===== src/rtl/store_buffer_pkg.sv =====
// rtl/store_buffer_pkg.sv - shared opcode ranges, byte-enable width and entry record for the store buffer
package store_buffer_pkg;

  localparam logic [4:0] OP_WORD_LO = 5'd3;
  localparam logic [4:0] OP_WORD_HI = 5'd5;
  localparam logic [4:0] OP_HALF_LO = 5'd6;
  localparam logic [4:0] OP_HALF_HI = 5'd8;
  localparam logic [4:0] OP_BYTE_LO = 5'd9;
  localparam logic [4:0] OP_BYTE_HI = 5'd11;

  localparam int BE_W = 4;

  typedef struct packed {
    logic [29:0]     word_addr;
    logic [31:0]     wdata;
    logic [BE_W-1:0] be;
  } sb_entry_t;

endpackage


===== src/rtl/store_buffer_align.sv =====
// rtl/store_buffer_align.sv - combinational lane alignment of store data and byte enables
module store_align
  import store_buffer_pkg::*;
(
  input  logic [4:0]      opcode,
  input  logic [1:0]      addr_lo,
  input  logic [31:0]     data,
  output logic [31:0]     wdata,
  output logic [BE_W-1:0] be,
  output logic            illegal
);

  always_comb begin
    wdata   = '0;
    be      = '0;
    illegal = 1'b0;
    if (opcode >= OP_WORD_LO && opcode <= OP_WORD_HI) begin
      be    = 4'b1111;
      wdata = data;
    end else if (opcode >= OP_HALF_LO && opcode <= OP_HALF_HI) begin
      // an odd-aligned halfword straddles the middle lanes rather than faulting
      case (addr_lo)
        2'b00:   begin be = 4'b0011; wdata = {16'h0000, data[15:0]};       end
        2'b01:   begin be = 4'b0110; wdata = {8'h00, data[15:0], 8'h00};   end
        default: begin be = 4'b1100; wdata = {data[15:0], 16'h0000};       end
      endcase
    end else if (opcode >= OP_BYTE_LO && opcode <= OP_BYTE_HI) begin
      be    = 4'b0001 << addr_lo;
      wdata = {24'h000000, data[7:0]} << {addr_lo, 3'b000};
    end else begin
      illegal = 1'b1;
    end
  end

endmodule


===== src/rtl/store_buffer.sv =====
// rtl/store_buffer.sv - FIFO store buffer with lane alignment, in-order memory drain and load hazard check
module store_buffer
  import store_buffer_pkg::*;
#(
  parameter int DEPTH = 4
) (
  input  logic                       clk,
  input  logic                       rst_n,
  input  logic                       clk_en,
  input  logic                       halt,
  input  logic                       in_valid,
  output logic                       in_ready,
  input  logic [4:0]                 opcode,
  input  logic [31:0]                addr,
  input  logic [31:0]                data,
  output logic                       mem_req,
  output logic [31:0]                mem_addr,
  output logic [31:0]                mem_wdata,
  output logic [BE_W-1:0]            mem_be,
  input  logic                       mem_ack,
  input  logic [31:0]                ld_check_addr,
  output logic                       ld_hazard,
  output logic                       illegal_op,
  output logic [$clog2(DEPTH+1)-1:0] count,
  output logic                       empty
);

  localparam int PW = $clog2(DEPTH);
  localparam int CW = $clog2(DEPTH+1);

  sb_entry_t       entries [DEPTH];
  logic [PW-1:0]   head;
  logic [PW-1:0]   tail;
  logic [CW-1:0]   count_next;
  logic [PW-1:0]   off;
  logic [31:0]     al_wdata;
  logic [BE_W-1:0] al_be;
  logic            al_illegal;
  logic            full;
  logic            accept;
  logic            push;
  logic            pop;
  logic            ld_unused;

  store_align u_align (
    .opcode  (opcode),
    .addr_lo (addr[1:0]),
    .data    (data),
    .wdata   (al_wdata),
    .be      (al_be),
    .illegal (al_illegal)
  );

  assign full      = (count == CW'(DEPTH));
  assign empty     = (count == '0);
  assign in_ready  = !full;
  assign accept    = in_valid && in_ready && clk_en && !halt;
  assign push      = accept && !al_illegal;
  assign pop       = mem_req && mem_ack;
  assign ld_unused = ^ld_check_addr[1:0];

  assign mem_addr  = {entries[head].word_addr, 2'b00};
  assign mem_wdata = entries[head].wdata;
  assign mem_be    = entries[head].be;

  always_comb begin
    count_next = count;
    if (push && !pop)
      count_next = count + CW'(1);
    else if (pop && !push)
      count_next = count - CW'(1);
  end

  // entry i is live when its distance from head is below count
  always_comb begin
    ld_hazard = 1'b0;
    off       = '0;
    for (int i = 0; i < DEPTH; i++) begin
      off = PW'(i) - head;
      if (CW'(off) < count && entries[i].word_addr == ld_check_addr[31:2])
        ld_hazard = 1'b1;
    end
  end

  always_ff @(posedge clk) begin
    if (push)
      entries[tail] <= '{word_addr: addr[31:2], wdata: al_wdata, be: al_be};
  end

  always_ff @(posedge clk or negedge rst_n) begin
    if (!rst_n) begin
      head       <= '0;
      tail       <= '0;
      count      <= '0;
      mem_req    <= 1'b0;
      illegal_op <= 1'b0;
    end else begin
      if (push)
        tail <= tail + PW'(1);
      if (pop)
        head <= head + PW'(1);
      count      <= count_next;
      mem_req    <= (count_next != '0);
      illegal_op <= accept && al_illegal;
    end
  end

endmodule


===== config.mk =====
export PLATFORM = sky130hd
export DESIGN_NAME = store_buffer
export DESIGN_NICKNAME = d
export VERILOG_FILES = /design/src/rtl/store_buffer_pkg.sv /design/src/rtl/store_buffer_align.sv /design/src/rtl/store_buffer.sv
export SDC_FILE = /design/constraint.sdc
export NUM_CORES = 1
export LEC_CHECK = 0
export ABC_CLOCK_PERIOD_IN_PS = 2600
export CAP_MARGIN = 20
export CORE_ASPECT_RATIO = 1.2
export CORE_MARGIN = 10
export CORE_UTILIZATION = 40
export DETAILED_ROUTE_END_ITERATION = 10
export PLACE_DENSITY = 0.61
export SYNTH_ARGS = -nofsm -noshare
export SYNTH_HDL_FRONTEND = slang
export SYNTH_HIERARCHICAL = 1
export SYNTH_SLANG_ARGS = --single-unit
export TNS_END_PERCENT = 20

===== constraint.sdc =====
create_clock -name clk -period 2.6 [get_ports clk]
set_input_delay 0.39 -clock clk [delete_from_list [all_inputs] [get_ports clk]]
set_output_delay 0.39 -clock clk [all_outputs]
set_load 0.1 [all_outputs]

==> images/met1.png <==
Supply wires on this layer in gray.
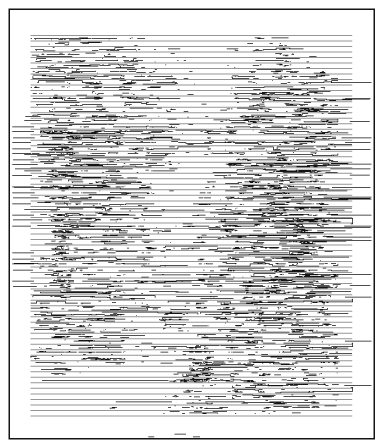
main direction: horizontal
share of all routed wire: 39%
via count: 7,109
final WL: 31,900 microns

==> images/met2.png <==
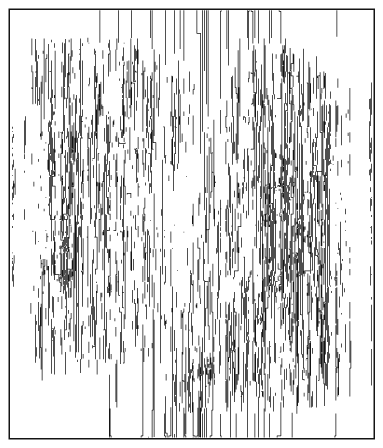
nets with wire on the layer: 966
wire length on this layer: 16,400 microns
longest straight run: 85.8 microns
met2 Use GR: 0.290

==> Changelog: implementation <==
## Flow update

- Status: finished with violations
- Failing checks: setup timing
- Reg2Reg Capture Point: mem_req$_DFF_PN0_
- I/O pins: 183
- Root buffer cell: clkbuf_16
- R2R cell count: 9
- Die y size: 211 microns
- Cts bufs inserted: 29
- Mapped Cells: 671
- Drt first pass iters: 4
- Finished Core Util: 0.563
- Worst Hold Class: in -> async
- PortBufs: 178
- Synth Cell Area: 12,200 sq um
- Bufs on Longest Clock Path: 3
- Via density per instance: 5.25
- # setup viols final: 49
- # Cells Yosys: 671
- Global-route wire length before repair: 47,600 microns
- Period minus WS final: 2.93 ns
- Most used DFF post-synth: edfxtp_1
- Worst-Skew Late Latency: 0.54 ns
- Slew HR: 0.532
- Commonest Layout Cell: edfxtp_1
- Asr flop ratio synth: 0.0330
- Chip area: 37,800 sq um
- Ys Warns: 6
- Critical Path Source: head[1]$_DFFE_PN0P_
- RSZ-0062 raised after global routing: yes
- Power Density: 1130 nW/um^2
- Fill count: 2,321
- Slew Limit Fails: 0
- Core Util at FP: 0.409
- Worst setup margin: -0.327 ns
- Clock transition at path regs: 0.06 ns
- Flip-flops with a built-in enable: 264
- Yosys stat chip area: 12,200 sq um
- Pin count of the biggest net entering global routing: 54
- Distinct cell type count after synthesis: 56
- Area growth, synth to finish: 37.7%
- DRT antenna net count: 0
- Most numerous logic cells after layout: 264 x edfxtp_1, 104 x xor2_1, 104 x clkdlybuf4s50_1, 80 x buf_12, 72 x buf_4
- Tot Pwr: 19.0 mW
- Total global-route track usage: 0.167
- Half-perimeter wire length after placement: 24,000 microns
==> images/met3.png <==
The bar under the picture is 50 microns long. Cells faint in the background.
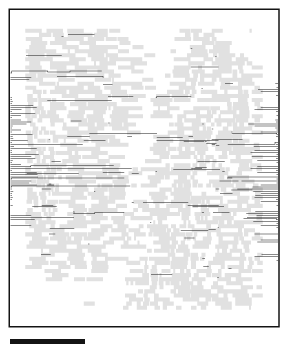
wire length on this layer: 2,300 microns
nets with wire on the layer: 161
main direction: horizontal
M3 GR Usage: 0.0424

==> images/met4.png <==
Supply wires on this layer in gray. Cells faint in the background.
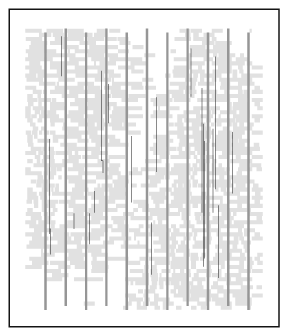
main direction: vertical
longest straight run: 95.2 microns

report_power, final:
group          leakage, nW  switching [mW]  total, mW  internal, mW
clock                0.404            1.60       3.74          2.13
combinational         3.01            6.46       10.1          3.69
sequential            2.51           0.112       5.09          4.98
sequential cells by signal, summed over array words and instances, names as in the netlist:
name        count
entries       264
head            2
illegal_op      1
mem_req         1
tail            2
count           3
routing by layer:
layer  vias to the layer above  GRT usage  share of wire
met1                      3586      0.197           0.39
li1                       3238          -              -
met4                         0     0.0507          0.028
met3                        44     0.0424          0.072
met2                       241      0.290           0.51
met5                         -          0              0
worst max-delay path: stages (launching register included):
cell and delay [ns]:
dfrtp_4 0.41, inv_2 0.05, ha_4 0.26, inv_2 0.04
a2111oi_4 0.27, buf_4 0.16, nand4_1 0.17, nor4_2 0.25
or4_4 0.22, buf_12 0.17
cells by family after synthesis:
| group | count (synthesis) | share of synthesized area |
|---|---|---|
| AND-OR/OR-AND | 64 | 0.0438 |
| XOR/XNOR | 126 | 0.0906 |
| adder cells (fa/ha/maj) | 12 | 0.0121 |
| buffers and inverters | 31 | 0.0130 |
| flip-flops | 273 | 0.670 |
| multiplexers | 66 | 0.122 |
| other | 1 | 0.000308 |
| AND/OR/NAND/NOR | 98 | 0.0484 |
cell usage after synthesis (all sizes together), types with 2 or more instances:
cell	n	share of area
nor4	23	0.012
a2111oi	3	0.0022
a221o	8	0.0066
xnor2	21	0.015
a22o	17	0.012
dfrtp	9	0.018
inv	10	0.0031
mux4	66	0.12
nor3	7	0.0038
or4	2	0.0012
and2b	2	0.0013
a31oi	2	0.0010
edfxtp	264	0.65
o21ai	6	0.0025
nor2b	3	0.0015
nand3	6	0.0025
nand2	7	0.0022
ha	11	0.011
buf	15	0.0080
and3b	2	0.0014
nor3b	2	0.0016
a21o	9	0.0062
o21a	3	0.0020
xor2	105	0.076
o31ai	2	0.0016
nor2	11	0.0034
clkbuf	6	0.0020
a21oi	8	0.0036
or3	2	0.0010
and2	21	0.011
nand4	8	0.0041
final cells by class:
type	instances	area [sq um]	share of cell area
sequential	273	8170	0.487
multi-input combinational	368	3960	0.236
timing repair buffer	260	3250	0.194
clock buffer	36	752	0.0448
tap	390	488	0.0291
clock inverter	15	105	0.00627
inverter	10	40.0	0.00239
antenna	2	5.00	0.000298
worst max-delay path by stage:
stage | end | slack, ns | cells past startpoint
after floorplan | ld_hazard | -0.02 | 9
after global placement | ld_hazard | -0.36 | 8
after detailed placement | ld_hazard | -0.35 | 8
after CTS | ld_hazard | -0.52 | 9
after global routing | ld_hazard | -0.37 | 9
final | ld_hazard | -0.33 | 9
per-stage QoR:
step | worst slack [ns] | instance area [sq um] | hold slack, ns
floorplan | -0.0154 | 12200 | 0.0944
global placement | -0.357 | 15800 | 0.562
detailed placement | -0.353 | 15800 | 0.560
CTS | -0.519 | 16700 | 0.159
global route | -0.373 | 16800 | 0.184
finish | -0.327 | 16800 | 0.164
repair_timing:
item | 4_1_cts | 5_1_grt
resized | 12 | 12
hold buffers | 0 | 0
endpoints found under the hold margin | 0 | 0
buffers inserted | 2 | 0
pin swaps | 4 | 5
setup endpoints to repair | 52 | 52
Power figures rest on the tool's default switching activity, not on a simulated workload.
